<file path="src/rtl/router_pkg.sv">
// Shared constants for the router channel blocks.
// Flit width and even/odd double-buffer indices.
package router_pkg;

    localparam int FLIT_W = 64;

    localparam logic EVEN = 1'b0;
    localparam logic ODD  = 1'b1;

endpackage

</file>
<file path="src/rtl/channel_buffer.sv">
// One flit register with its valid bit.
// A load takes priority over a clear on the same edge.
module channel_buffer
    import router_pkg::*;
#(
    parameter int W = FLIT_W
) (
    input  logic         clk,
    input  logic         reset,
    input  logic         load,
    input  logic         clear,
    input  logic [W-1:0] data_in,
    output logic         valid,
    output logic [W-1:0] data
);

    always_ff @(posedge clk) begin
        if (!reset) begin
            valid <= 1'b0;
            data  <= '0;
        end else if (load) begin
            valid <= 1'b1;
            data  <= data_in;
        end else if (clear) begin
            valid <= 1'b0;
        end
    end

endmodule

</file>
<file path="src/rtl/router_input_channel.sv">
// Router input channel: even/odd double buffer steered by polarity.
// Upstream writes buf[polarity]; downstream drains buf[~polarity].
module router_input_channel
    import router_pkg::EVEN, router_pkg::ODD;
#(
    parameter int FLIT_W = router_pkg::FLIT_W
) (
    input  logic              clk,
    input  logic              reset,
    input  logic              polarity,
    input  logic              send,
    input  logic              blocked,
    input  logic [FLIT_W-1:0] data_in,
    output logic              ready,
    output logic [FLIT_W-1:0] data_out
);

    logic [1:0]        valid;
    logic [FLIT_W-1:0] data_even;
    logic [FLIT_W-1:0] data_odd;
    logic [FLIT_W-1:0] rd_data;
    logic              wr_en;
    logic              rd_en;

    assign ready = !valid[polarity];
    assign wr_en = send && ready;
    assign rd_en = valid[~polarity] && !blocked;

    assign rd_data = (polarity == EVEN) ? data_odd : data_even;

    channel_buffer #(.W(FLIT_W)) u_even (
        .clk     (clk),
        .reset   (reset),
        .load    (wr_en && (polarity == EVEN)),
        .clear   (rd_en && (polarity == ODD)),
        .data_in (data_in),
        .valid   (valid[0]),
        .data    (data_even)
    );

    channel_buffer #(.W(FLIT_W)) u_odd (
        .clk     (clk),
        .reset   (reset),
        .load    (wr_en && (polarity == ODD)),
        .clear   (rd_en && (polarity == EVEN)),
        .data_in (data_in),
        .valid   (valid[1]),
        .data    (data_odd)
    );

    // Output is zero on every edge that does not forward a flit.
    always_ff @(posedge clk) begin
        if (!reset) begin
            data_out <= '0;
        end else if (rd_en) begin
            data_out <= rd_data;
        end else begin
            data_out <= '0;
        end
    end

endmodule

</file>
<file path="config.mk">
export PLATFORM = sky130hd
export DESIGN_NAME = router_input_channel
export DESIGN_NICKNAME = d
export VERILOG_FILES = /design/src/rtl/router_pkg.sv /design/src/rtl/channel_buffer.sv /design/src/rtl/router_input_channel.sv
export SDC_FILE = /design/constraint.sdc
export NUM_CORES = 1
export LEC_CHECK = 0
export CAP_MARGIN = 20
export CORE_ASPECT_RATIO = 1.75
export CORE_MARGIN = 8
export CORE_UTILIZATION = 55
export DETAILED_ROUTE_END_ITERATION = 10
export HOLD_SLACK_MARGIN = 0.05
export PLACE_DENSITY = 0.84
export SLEW_MARGIN = 20
export SYNTH_ARGS = -nofsm -noshare
export SYNTH_HDL_FRONTEND = slang
export SYNTH_SLANG_ARGS = --single-unit
</file>
<file path="constraint.sdc">
create_clock -name clk -period 2.3 [get_ports clk]
set_input_delay 0.23 -clock clk [delete_from_list [all_inputs] [get_ports clk]]
set_output_delay 0.23 -clock clk [all_outputs]
set_load 0.03 [all_outputs]
</file>
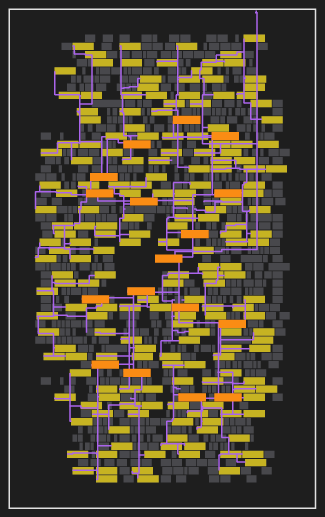
**Above:** run 1 (clock wires, drivers and flops).
(3 px per micron)
legend:
  yellow:
    item: flip-flops
    count: 194
  orange:
    item: clock-net drivers
    count: 17
  purple:
    item: clock wires
    length: 1860 microns
routed clock nets: 18

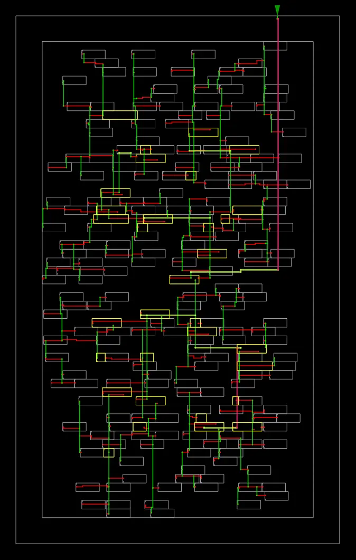
**Above:** run 1 (the clock network).
number of buffers inserted during clock tree synthesis: 17
clock tree skew after final layout: 0.007075 ns
CTS Sinks: 194
Clk Latency, worst-skew pair: 0.42 ns

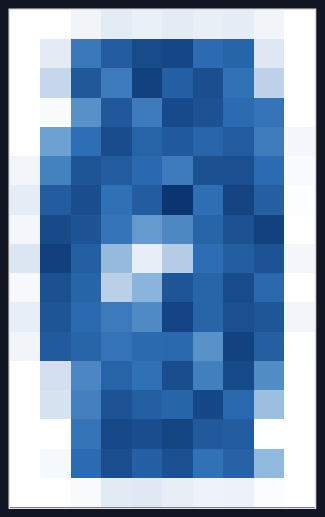
**Above:** run 1 (placement density heat map).
(3 px per micron) 10 x 17 tiles, from white (low) to dark blue (high), 0 to 100% covered.
fullest tile: 98%
tiles over 75% full: 46%
mean over tiles: 52%

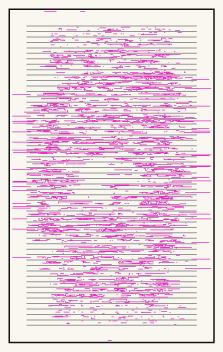
**Above:** run 1 (M1 wires).
(2 px per micron) Supply wires on this layer in gray.
longest straight run: 23.0 microns
nets with wire on the layer: 811
main direction: horizontal

==> run 1: sequential cells by signal, indices dropped and copies added, names as in the netlist <==
signal        cells
u_odd.data       64
u_even.data      64
u_odd.valid       1
data_out         64
u_even.valid      1
==> run 1: power breakdown <==
group / switching (uW) / internal [uW]
clock network: 1300 / 1750
logic: 313 / 247
registers: 60.8 / 3480
==> run 1: critical path, cell delays in order, from the launching register on <==
cell and delay [ns]:
sky130_fd_sc_hd__dfxtp_1 0.33, sky130_fd_sc_hd__mux2i_1 0.13, sky130_fd_sc_hd__clkdlybuf4s50_1 0.68
==> run 1: layout make-up <==
class	instances	area, sq um
flip-flops and latches	194	3884
clock buffers	17	425.4
well taps	171	214.0
fillers	946	3791
inverters	1	3.754
multi-input cells	459	2759
clock inverters	15	193.9
repair buffers	142	1460
==> run 1: cells by family after synthesis <==
group / count (synthesis) / share of synthesized area
AND-OR/OR-AND: 132 / 0.1194
buffers and inverters: 66 / 0.05835
flip-flops: 194 / 0.5505
multiplexers: 66 / 0.09383
AND/OR/NAND/NOR: 261 / 0.1779
==> run 1: synth_stat cells (all sizes together) <==
library cell / number
dfxtp: 194
mux2: 1
o21ai: 130
nand2: 66
clkbuf: 15
or3b: 1
mux2i: 65
inv: 1
nand3: 128
nor2: 64
buf: 50
nand3b: 2
a21boi: 2
==> run 1: worst max path at each step <==
stage | cells after the start | to | slack, ns | start
6_report | 2 | ready | 0.51 | u_odd.valid
5_1_grt | 2 | ready | 0.46 | u_odd.valid
4_1_cts | 2 | ready | 0.48 | u_odd.valid
3_5_place_dp | 5 | u_even.data[47] | 0.39 | send
3_3_place_gp | 5 | u_even.data[23] | 0.43 | send
2_1_floorplan | 4 | ready | 0.66 | polarity
==> run 1: layer usage <==
| metal | vias to the layer above | routed length [microns] | global-route usage |
|---|---|---|---|
| li1 | 2652 | - | - |
| met1 | 2483 | 5992 | 0.1983 |
| met2 | 122 | 8403 | 0.3348 |
| met3 | 18 | 521 | 0.03568 |
| met4 | 0 | 351 | 0.08611 |
| met5 | - | 0 | 0 |
==> run 1: per-stage QoR <==
step	cell area [sq um]	total power (uW)	cells	utilization
2_1_floorplan	7054	3982	719	-
3_3_place_gp	8320	4146	967	0.6536
3_5_place_dp	8320	4175	967	0.6536
4_1_cts	8940	7200	999	0.7022
5_1_grt	8940	7392	999	0.7022
6_report	8940	7139	999	0.7022
==> flow_summary.json, run 1 <==
{
  "mappedNetlistNets": 788,
  "cts_root_buffer": "sky130_fd_sc_hd__clkbuf_16",
  "clk_transition_reported_paths_ns": 0.07,
  "critical_path_arrival_ns": 1.56,
  "tally_of_nets_with_antenna_violations_remaining_after_routing": 0,
  "min_path_type": "in2reg",
  "synth.lib_cells_used.distinct": 19,
  "postCtsResizedCells": 0,
  "die_y_microns": 165.8,
  "rr_endpoint": "u_even.data[24]",
  "area_growth_pct": 26.73,
  "openroad.warnings": 30,
  "finalCriticalPeriod_ns": 1.791,
  "final_layout_top_logic_cells": "sky130_fd_sc_hd__dfxtp_1, sky130_fd_sc_hd__clkdlybuf4s50_1, sky130_fd_sc_hd__nand3_1, sky130_fd_sc_hd__nand2_1, sky130_fd_sc_hd__o21ai_0",
  "place.port_buffers": 133,
  "route.detailed.drc": 0,
  "track_usage": 0.1859,
  "mostFrequentLayoutCell": "sky130_fd_sc_hd__dfxtp_1",
  "viasPerCell": 5.280,
  "max_slew_margin": 0.5202,
  "max_slew_violations": 0,
  "synth_top_area_share": 0.5505,
  "reg2regPathDepth": 4,
  "cts_tree": "yes",
  "power.ir.vdd_worst_mv": 0.7719,
  "ys.warnings.count": 0,
  "powerDensity_nw_per_um2": 798.6,
  "leakage_uw": 0.003344,
  "timing_worst_slew_pin_value_ns": 0.7197,
  "drt-initial-drc-count": 262,
  "ys_seq_frac": 0.5505,
  "wire_per_inst_microns": 15.28,
  "num_rows": 55,
  "x_dimension_of_the_die_microns": 101.6,
  "num_antenna_cells": 0,
  "setup_slack_ns": 0.5085,
  "core-area_sq_um": 12730,
  "report.final.setup_viol": 0,
  "achievable-frequency_ghz": 0.5582,
  "post_route_cells_drive_above_1_share": 0.1353,
  "via_count_of_the_first_global_routing_pass": 5328,
  "hold_buffers": 0,
  "post_synth_main_area_contributors": "sky130_fd_sc_hd__dfxtp_1, sky130_fd_sc_hd__mux2i_1, sky130_fd_sc_hd__nand3_1, sky130_fd_sc_hd__o21ai_2, sky130_fd_sc_hd__o21ai_0",
  "design.die.area_sq_um": 16850,
  "post_synthesis_area_per_instance_sq_um": 9.811,
  "dpl_wire_length_microns": 9979,
  "hp-start": "polarity",
  "grt_antenna_before_repair": 0,
  "critical_path_required_ns": 2.07,
  "worst_hold_slack_ns": 0.1357,
  "cp-end-kind": "primary output",
  "post-synth-top-area-cell": "sky130_fd_sc_hd__dfxtp_1",
  "timing.reg2reg.setup_slack_ns": 0.74,
  "wire_length_of_the_first_global_routing_pass_microns": 25230,
  "pre_cts_slack_ns": 0.3908,
  "post_cts.repair.setup_buffers": 0,
  "finalSetupTns_ns": 0,
  "hold_viol": 0,
  "worstHoldEndpoint": "u_odd.valid",
  "number_of_instances_on_the_worst_hold_path": 3,
  "grt_setup_unrepaired": "no",
  "place.gp.congestion": 0.7703,
  "post_layout_period_usage_of_the_worst_path": 0.7789,
  "grt_remaining_overflow": 0,
  "ctsHtreeMaxLevel": 4,
  "grt_max_degree": 129,
  "wl_microns": 15270,
  "maxCapViolations": 0,
  "count_of_vias_placed_by_the_detailed_router": 5275,
  "post_syn_instances": 719,
  "syn_area_sq_um": 7054,
  "status": "finished, final reports clean",
  "clock_path_buffers": 2,
  "yosysCellCount": 719,
  "path_class": "reg2out",
  "critical_path_peak_fanout": 4,
  "top_level_ports": 134,
  "startpoint_type": "flip-flop",
  "first_pass_iters": 5,
  "initial_core_util": 0.5541,
  "final_net_count": 884,
  "synth.yosys.chip_area_sq_um": 7054,
  "number_of_flip_flops_and_latches_in_the_synthesized_netlist": 194,
  "reg2reg_launch_point": "u_even.valid"
}
--- run 2 (diff from run 1) ---
--- a/config.mk
+++ b/config.mk
@@ -8,10 +8,10 @@
 export CAP_MARGIN = 20
 export CORE_ASPECT_RATIO = 1.75
 export CORE_MARGIN = 8
-export CORE_UTILIZATION = 55
+export CORE_UTILIZATION = 47
 export DETAILED_ROUTE_END_ITERATION = 10
 export HOLD_SLACK_MARGIN = 0.05
-export PLACE_DENSITY = 0.84
+export PLACE_DENSITY = 0.76
 export SLEW_MARGIN = 20
 export SYNTH_ARGS = -nofsm -noshare
 export SYNTH_HDL_FRONTEND = slang
==> constraint.sdc (replaced) <==
create_clock -name clk -period 1.6 [get_ports clk]
set_input_delay 0.16 -clock clk [delete_from_list [all_inputs] [get_ports clk]]
set_output_delay 0.16 -clock clk [all_outputs]
set_load 0.03 [all_outputs]
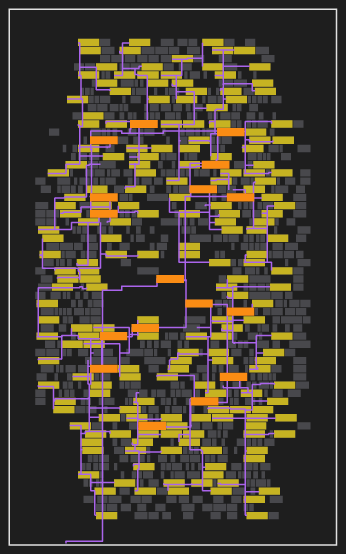
**Above:** run 2 (clock wires, drivers and flops).
(3 px per micron)
legend:
  orange:
    item: clock-net drivers
    count: 17
  purple:
    item: clock wires
    length: 1980 microns
  yellow:
    item: flip-flops
    count: 194
routed clock nets: 18

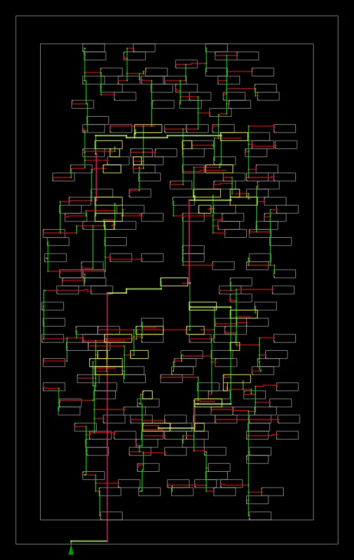
**Above:** run 2 (the clock network).
clock network power: 4190 uW
final-layout clock buffer total: 18
count of sequential standard cells: 194

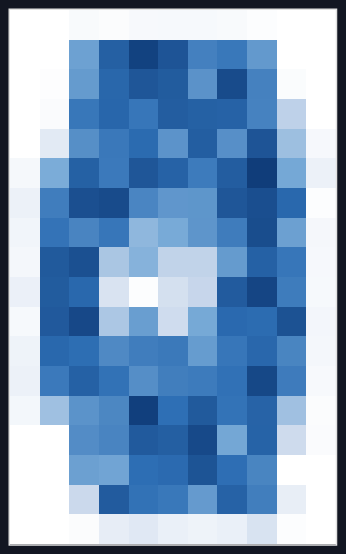
**Above:** run 2 (placement density heat map).
(3 px per micron) 11 x 18 tiles, from white (low) to dark blue (high), 0 to 100% covered.
mean over tiles: 46%
fullest tile: 95%
tiles over 75% full: 27%
nearly empty tiles: 17%

==> flow_summary.json, run 2 <==
{
  "status": "finished, final reports clean",
  "netSwitchingPower_uw": 2512,
  "layout_top_registers": "data_out x64, u_even.data x64, u_odd.data x64",
  "die_y_microns": 178.1,
  "rr_endpoint": "u_even.data[10]",
  "synth.yosys.chip_area_sq_um": 7054,
  "min_path_type": "in2reg",
  "worst_hold_slack_ns": 0.09070,
  "final_net_count": 896,
  "startpoint_type": "flip-flop",
  "track_usage": 0.1662,
  "timing_worst_slew_pin_value_ns": 0.4820,
  "reg2reg_launch_point": "u_even.valid",
  "number_of_flip_flops_and_latches_in_the_synthesized_netlist": 194,
  "count_of_vias_placed_by_the_detailed_router": 5273,
  "design.die.area_sq_um": 19340,
  "synthMuxAreaShare": 0.09383,
  "synth.lib_cells_used.distinct": 19,
  "path_delay_family": "buffers and inverters",
  "yosys-top-cells-count": "sky130_fd_sc_hd__dfxtp_1, sky130_fd_sc_hd__nand3_1, sky130_fd_sc_hd__nand2_1, sky130_fd_sc_hd__o21ai_0, sky130_fd_sc_hd__mux2i_1",
  "mappedNetlistNets": 788,
  "worst_setup_path_startpoint": "data_out[3]",
  "clock_share_of_power": 0.414,
  "x_dimension_of_the_die_microns": 108.6,
  "achievable-frequency_ghz": 0.6417,
  "p_seq_frac": 0.502,
  "post_route_cells_drive_above_1_share": 0.1464,
  "syn_area_sq_um": 7054,
  "cp-end-kind": "primary output",
  "instance_count_on_the_critical_path": 1,
  "gr-max-usage-layer": "met2",
  "tally_of_nets_with_antenna_violations_remaining_after_routing": 0,
  "route.detailed.drc": 0,
  "powerDensity_nw_per_um2": 1102,
  "reg2regPathDepth": 4,
  "wire_per_inst_microns": 15.57,
  "post_synthesis_area_per_instance_sq_um": 9.811,
  "fillerInstances": 1245,
  "layout.core_utilization": 0.6223,
  "ys_seq_frac": 0.5505,
  "finalCriticalPeriod_ns": 1.558,
  "cts_tree": "yes",
  "critical_path_peak_fanout": 1,
  "finalSetupTns_ns": 0,
  "first_pass_iters": 4,
  "timing.critical_path.to": "data_out[3]",
  "sw_frac_of_total": 0.2480,
  "place.gp.congestion": 0.7828,
  "via_count_of_the_first_global_routing_pass": 5416,
  "critical_path.slowest_cell": "sky130_fd_sc_hd__clkdlybuf4s50_1",
  "synth.cellmix.simpleShare": 0.1779,
  "number_of_enable_type_register_cells_in_the_synthesized_netlist": 0,
  "design_area_sq_um": 9188,
  "post-synth-top-area-cell": "sky130_fd_sc_hd__dfxtp_1",
  "register_area_sq_um": 3884,
  "wl_microns": 15930,
  "maxCapViolations": 0,
  "num_antenna_cells": 0,
  "grt_max_degree": 73,
  "openroad.warnings": 26,
  "comb_power_share": 0.085,
  "groute.layer.met3.usage": 0.03799,
  "wire_length_of_the_first_global_routing_pass_microns": 25850,
  "clock_path_buffers": 2,
  "critical_path.max_stage_delay_ns": 0.67,
  "max_slew_violations": 0,
  "yosys-dominant-comb-family": "simple AND/OR/NAND/NOR gates",
  "max_slew_margin": 0.6787,
  "leakage_uw": 0.004293,
  "mostFrequentLayoutCell": "sky130_fd_sc_hd__dfxtp_1",
  "power.ir.vdd_worst_mv": 0.7739
}
run 2: cells by family after synthesis:
kind of cell           Yosys count
DFF                            194
muxes                           66
buffers and inverters           66
and+or+nand+nor                261
AOI/OAI and AO/OA              132
run 2: worst min-delay path by stage:
stage	start	end	cells past startpoint
after floorplan	data_in[63]	u_even.data[63]	2
after global placement	u_even.data[63]	u_even.data[63]	2
after detailed placement	u_even.data[28]	u_even.data[28]	2
after CTS	polarity	data_out[2]	3
after global routing	polarity	data_out[2]	3
final	polarity	data_out[2]	3
run 2: cell type report:
class / instances / share of cell area
Sequential cell: 194 / 0.4227
Multi-Input combinational cell: 459 / 0.3003
Timing Repair Buffer: 154 / 0.1867
Clock buffer: 18 / 0.04671
Tap cell: 183 / 0.02492
Clock inverter: 14 / 0.01825
Inverter: 1 / 0.0004086
run 2: timing repair:
action	4_1_cts	5_1_grt
buffers inserted	0	0
gates resized	8	45
hold buffers	1	0
hold endpoints to repair	2	0
setup endpoints to repair	8	45
run 2: metal layers:
layer	up-vias	part of all wire
met1	2473	0.41
met2	116	0.53
met5	-	0
met4	0	0.016
li1	2666	-
met3	18	0.044
run 2: worst min-delay path: stages:
cell,delay [ns]
sky130_fd_sc_hd__buf_4,0.14
sky130_fd_sc_hd__mux2i_1,0.10
sky130_fd_sc_hd__nor2_1,0.08
run 2: power groups by stage:
stage / Sequential [uW] / Combinational (uW) / Clock, uW
2_1_floorplan: 5190 / 539 / 0
3_3_place_gp: 5180 / 835 / 0
3_5_place_dp: 5190 / 860 / 0
4_1_cts: 5080 / 865 / 4270
5_1_grt: 5100 / 937 / 4480
6_report: 5080 / 857 / 4190
run 2: stage by stage:
| step | worst slack [ns] | std cells |
|---|---|---|
| after floorplan | 0.1003 | 719 |
| after global placement | -0.07425 | 990 |
| after detailed placement | -0.08927 | 990 |
| after CTS | 0.003036 | 1023 |
| after global routing | 0.0001381 | 1023 |
| final | 0.04160 | 1023 |
--- run 3 (diff from run 2) ---
--- a/config.mk
+++ b/config.mk
@@ -5,9 +5,8 @@
 export SDC_FILE = /design/constraint.sdc
 export NUM_CORES = 1
 export LEC_CHECK = 0
-export CAP_MARGIN = 20
 export CORE_ASPECT_RATIO = 1.75
-export CORE_MARGIN = 8
+export CORE_MARGIN = 10
 export CORE_UTILIZATION = 47
 export DETAILED_ROUTE_END_ITERATION = 10
 export HOLD_SLACK_MARGIN = 0.05
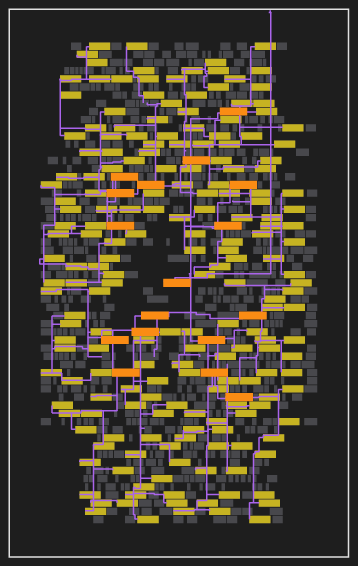
**Above:** run 3 (clock wires, drivers and flops).
(3 px per micron)
legend:
  orange:
    item: clock-net drivers
    count: 17
  yellow:
    item: flip-flops
    count: 194
  purple:
    item: clock wires
    length: 2050 microns
routed clock nets: 18

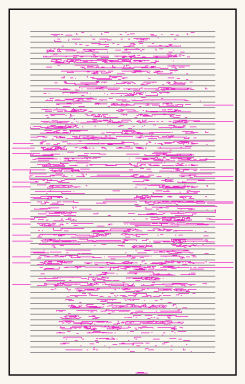
**Above:** run 3 (M1 wires).
(2 px per micron) Supply wires on this layer in gray.
main direction: horizontal
wire length on this layer: 6380 microns

==> flow_summary.json, run 3 <==
{
  "number_of_flip_flops_and_latches_in_the_synthesized_netlist": 194,
  "ctsHtreeMaxLevel": 4,
  "critical_path_peak_fanout": 1,
  "place.gp.congestion": 0.7408,
  "x_dimension_of_the_die_microns": 112.6,
  "route.detailed.drc": 0,
  "achievable-frequency_ghz": 0.6433,
  "ys_seq_frac": 0.5505,
  "post_cts.repair.setup_buffers": 0,
  "clk_transition_reported_paths_ns": 0.07,
  "initial_core_util": 0.4754,
  "finalSetupTns_ns": 0,
  "fillerInstances": 1238,
  "critical_path.slowest_cell": "sky130_fd_sc_hd__clkdlybuf4s50_1",
  "critical_path_arrival_ns": 1.39,
  "post_synthesis_area_per_instance_sq_um": 9.811,
  "critical_path_required_ns": 1.44,
  "post_layout_period_usage_of_the_worst_path": 0.9716,
  "startpoint_type": "flip-flop",
  "top_level_ports": 134,
  "cell_breakdown_of_the_critical_path": "clkdlybuf4s50_1",
  "openroad.warnings": 26,
  "dpl_wire_length_microns": 9837,
  "synth_top_area_share": 0.5505,
  "max_slew_margin": 0.6795,
  "synth.yosys.chip_area_sq_um": 7054,
  "core-area_sq_um": 14840,
  "design.die.area_sq_um": 20500,
  "wire_per_inst_microns": 15.19,
  "cp-end-kind": "primary output",
  "synth_top_flop_cell": "sky130_fd_sc_hd__dfxtp_1",
  "post_synth_main_area_contributors": "sky130_fd_sc_hd__dfxtp_1, sky130_fd_sc_hd__mux2i_1, sky130_fd_sc_hd__nand3_1, sky130_fd_sc_hd__o21ai_2, sky130_fd_sc_hd__o21ai_0",
  "powerDensity_nw_per_um2": 1103,
  "drt-initial-drc-count": 227,
  "ys.warnings.count": 0,
  "status": "finished, final reports clean",
  "viasPerCell": 5.035,
  "area_growth_pct": 28.84,
  "report.power.total_uw": 10030,
  "grt_max_degree": 91,
  "path_delay_family": "buffers and inverters",
  "count_of_vias_placed_by_the_detailed_router": 5121,
  "leakage_uw": 0.004037,
  "max_slew_violations": 0,
  "post_route_cells_drive_above_1_share": 0.1406,
  "num_rows": 59,
  "timing_worst_slew_pin_value_ns": 0.4807,
  "synth.lib_cells_used.distinct": 19,
  "hold_viol": 0,
  "place.port_buffers": 133,
  "number_of_enable_type_register_cells_in_the_synthesized_netlist": 0
}
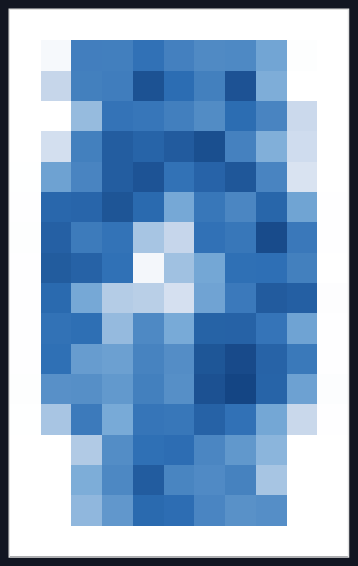
**Above:** run 3 (placement density heat map).
(3 px per micron) 11 x 18 tiles, from white (low) to dark blue (high), 0 to 100% covered.
nearly empty tiles: 32%
fullest tile: 92%
mean over tiles: 43%
tiles over 75% full: 19%

==> run 3: per-layer routing <==
metal  up-vias  GRT usage  part of all wire
met1      2341     0.1666              0.41
met5         -          0                 0
met3        25    0.04433             0.045
li1       2660          -                 -
met2        95     0.2438              0.51
met4         0    0.07798             0.029
==> run 3: per-stage QoR <==
stage                     worst slack (ns)    util  cells  instance area [sq um]
after floorplan                     0.1003       -    719                   7054
after global placement            -0.01369  0.5683    984                   8433
after detailed placement          -0.03913  0.5683    984                   8433
after CTS                        0.0009144  0.6065   1015                   8999
after global routing             0.0001835  0.6125   1017                   9089
final                              0.04550  0.6125   1017                   9089
==> run 3: path summary, 6_finish.rpt <==
path | start | to | slack [ns] | depth (start not counted)
max | data_out[43] | data_out[43] | 0.05 | 1
max reg2reg | u_even.valid | u_even.data[25] | 0.25 | 4
min reg2reg | u_even.data[41] | u_even.data[41] | 0.46 | 2
min | reset | u_even.data[36] | 0.09 | 3
==> run 3: where the power goes <==
group	total, uW	internal, uW	switching (uW)
registers	5080	4990	81.9
clock network	4120	2200	1930
logic	827	377	450
total	10000	7570	2460
==> run 3: layout make-up <==
| class | instances | area (sq um) | share of cell area |
|---|---|---|---|
| diodes | 2 | 5.005 | 0.0005507 |
| clock buffers | 17 | 425.4 | 0.04681 |
| clock inverters | 14 | 151.4 | 0.01666 |
| inverters | 1 | 3.754 | 0.0004130 |
| multi-input cells | 459 | 2759 | 0.3036 |
| flip-flops and latches | 194 | 3884 | 0.4273 |
| well taps | 183 | 229.0 | 0.02519 |
| repair buffers | 147 | 1632 | 0.1795 |
==> run 3: worst min-delay path, cell delays in order <==
cell	delay, ns
sky130_fd_sc_hd__buf_6	0.16
sky130_fd_sc_hd__nand3_2	0.08
sky130_fd_sc_hd__o21ai_1	0.05
==> run 3: cells by family (layout without fill, tap and decap cells) <==
| kind of cell | Yosys count | count (layout) | share of synthesized area |
|---|---|---|---|
| other | 0 | 2 | 0 |
| AND-OR/OR-AND | 132 | 132 | 0.1194 |
| flip-flops | 194 | 194 | 0.5505 |
| multiplexers | 66 | 66 | 0.09383 |
| AND/OR/NAND/NOR | 261 | 261 | 0.1779 |
| buffers and inverters | 66 | 179 | 0.05835 |
==> run 3: repair_timing <==
item | in CTS | in global routing
gates resized | 9 | 34
endpoints found under the setup margin | 9 | 34
hold buffers | 0 | 0
Power is estimated from default activity; no workload was simulated.
